Design tour_cmd_seq_flat, sky130hd; sources not shown.
==> images/zoom.png <==
Scale bar: 5 um. Region (22, 41) to (42, 61) um. Cells in gray, sequential cells in the stronger gray; small squares are vias.
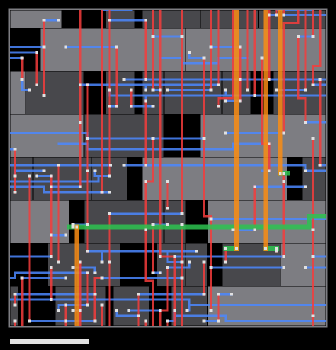
- green: met3
- red: met2
- blue: met1
- orange: met4
- cells with their middle in the window: 29
- sequential cells in the window: 7
- most frequent: dfrtp_1 (7), a21oi_1 (4), clkdlybuf4s50_1 (3)

==> images/final_clocks.png <==
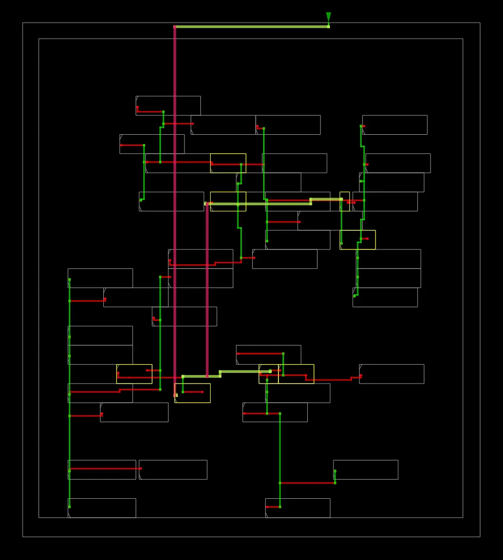
clk pwr: 203 uW
clock latency on the worst-skew pair: 0.28 ns
flip-flops: 37
total CTS buffers: 5

==> images/wire_density.png <==
The die is cut into 13 by 15 equal tiles; white is low, dark blue is high, scaled to the fullest tile. Values are wire area over tile area, all layers added.
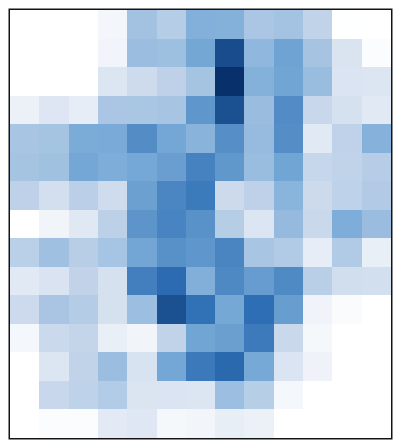
- mean over tiles: 0.15
- fullest tile: 0.49
- tiles over half the peak: 23%
total routed wirelength: 4437 um
vias post-DR: 1650

==> impl_metrics.csv <==
group,metric,value,unit
finish,logic_area,972.2,um^2
setup_path,crit_chain,"clkdlybuf4s50_1 -> buf_4 -> nand3_1 -> mux2_2 -> a22o_1 -> clkdlybuf4s50_1",
placement,place_area,0.002575,mm^2
outcome,status,"finished clean",
setup_path,arrival,3.23,ns
global_route,grt_use_total,0.1989,
final_timing,skew,0.002952,ns
yosys,mux_area_frac,0.1247,
cts,clk_path_buf_depth,2,
yosys,syn_area_per_cell,10.64,um^2
placement,dp_cells,290,
finish,final_area,0.002669,mm^2
yosys,yosysWarnings,0,
run,drv_cap,0,
finish,bufAreaShareNonClock,0.2222,
final_timing,fin_crit,4.792,ns
setup_path,rrSetupSlack,3.17,ns
finish,drive_gt1_frac,0.1639,
final_timing,finalSetupViolations,0,
yosys,area_leaders,"dfrtp_1 (42%), mux2_2 (11%), dfstp_2 (5.4%), nand2_1 (4.6%), a21oi_1 (3.6%)",
final_timing,setup_ws,0.4079,ns
die,rows,25,
placement,dp_hpwl,3231,um
global_route,met2_usage,0.3116,
drt,m1WireLength,1889,um
global_route,met1_usage,0.2452,
global_route,grt_max_degree,38,
run,tool_warnings,25,
power_and_ir_drop,seq_power_share,0.356,
yosys,syn_area,0.001957,mm^2
power_and_ir_drop,netSwitchingPower,491.4,uW
power_and_ir_drop,ir_drop,351.4,uV
power_and_ir_drop,pg_seq,509,uW
global_route,grt_overflow,0,
finish,largest_class,"logic gates",
yosys,synth_flops,37,
finish,syn_to_final_growth,36.38,%
cts,post_cts.repair.setup_buffers,0,
finish,seq_area_frac,0.3488,
placement,place.gp.congestion,0.7966,
yosys,common_cells,"dfrtp_1 (33), nand2_1 (24), mux2_2 (19)",
final_timing,rsz0062_at_grt,"no",
global_route,first_global_vias,1600,
cts,clk_pin_slew,0.07,ns
setup_path,cp.required,3.64,ns
finish,lay_top_cells,"clkdlybuf4s50_1 (58), dfrtp_1 (33), nand2_1 (24), mux2_2 (19), a21oi_1 (14)",
finish,n_all_buffers,60,
yosys,ys_seq_frac,0.4757,
Power and IR drop assume default switching activity.
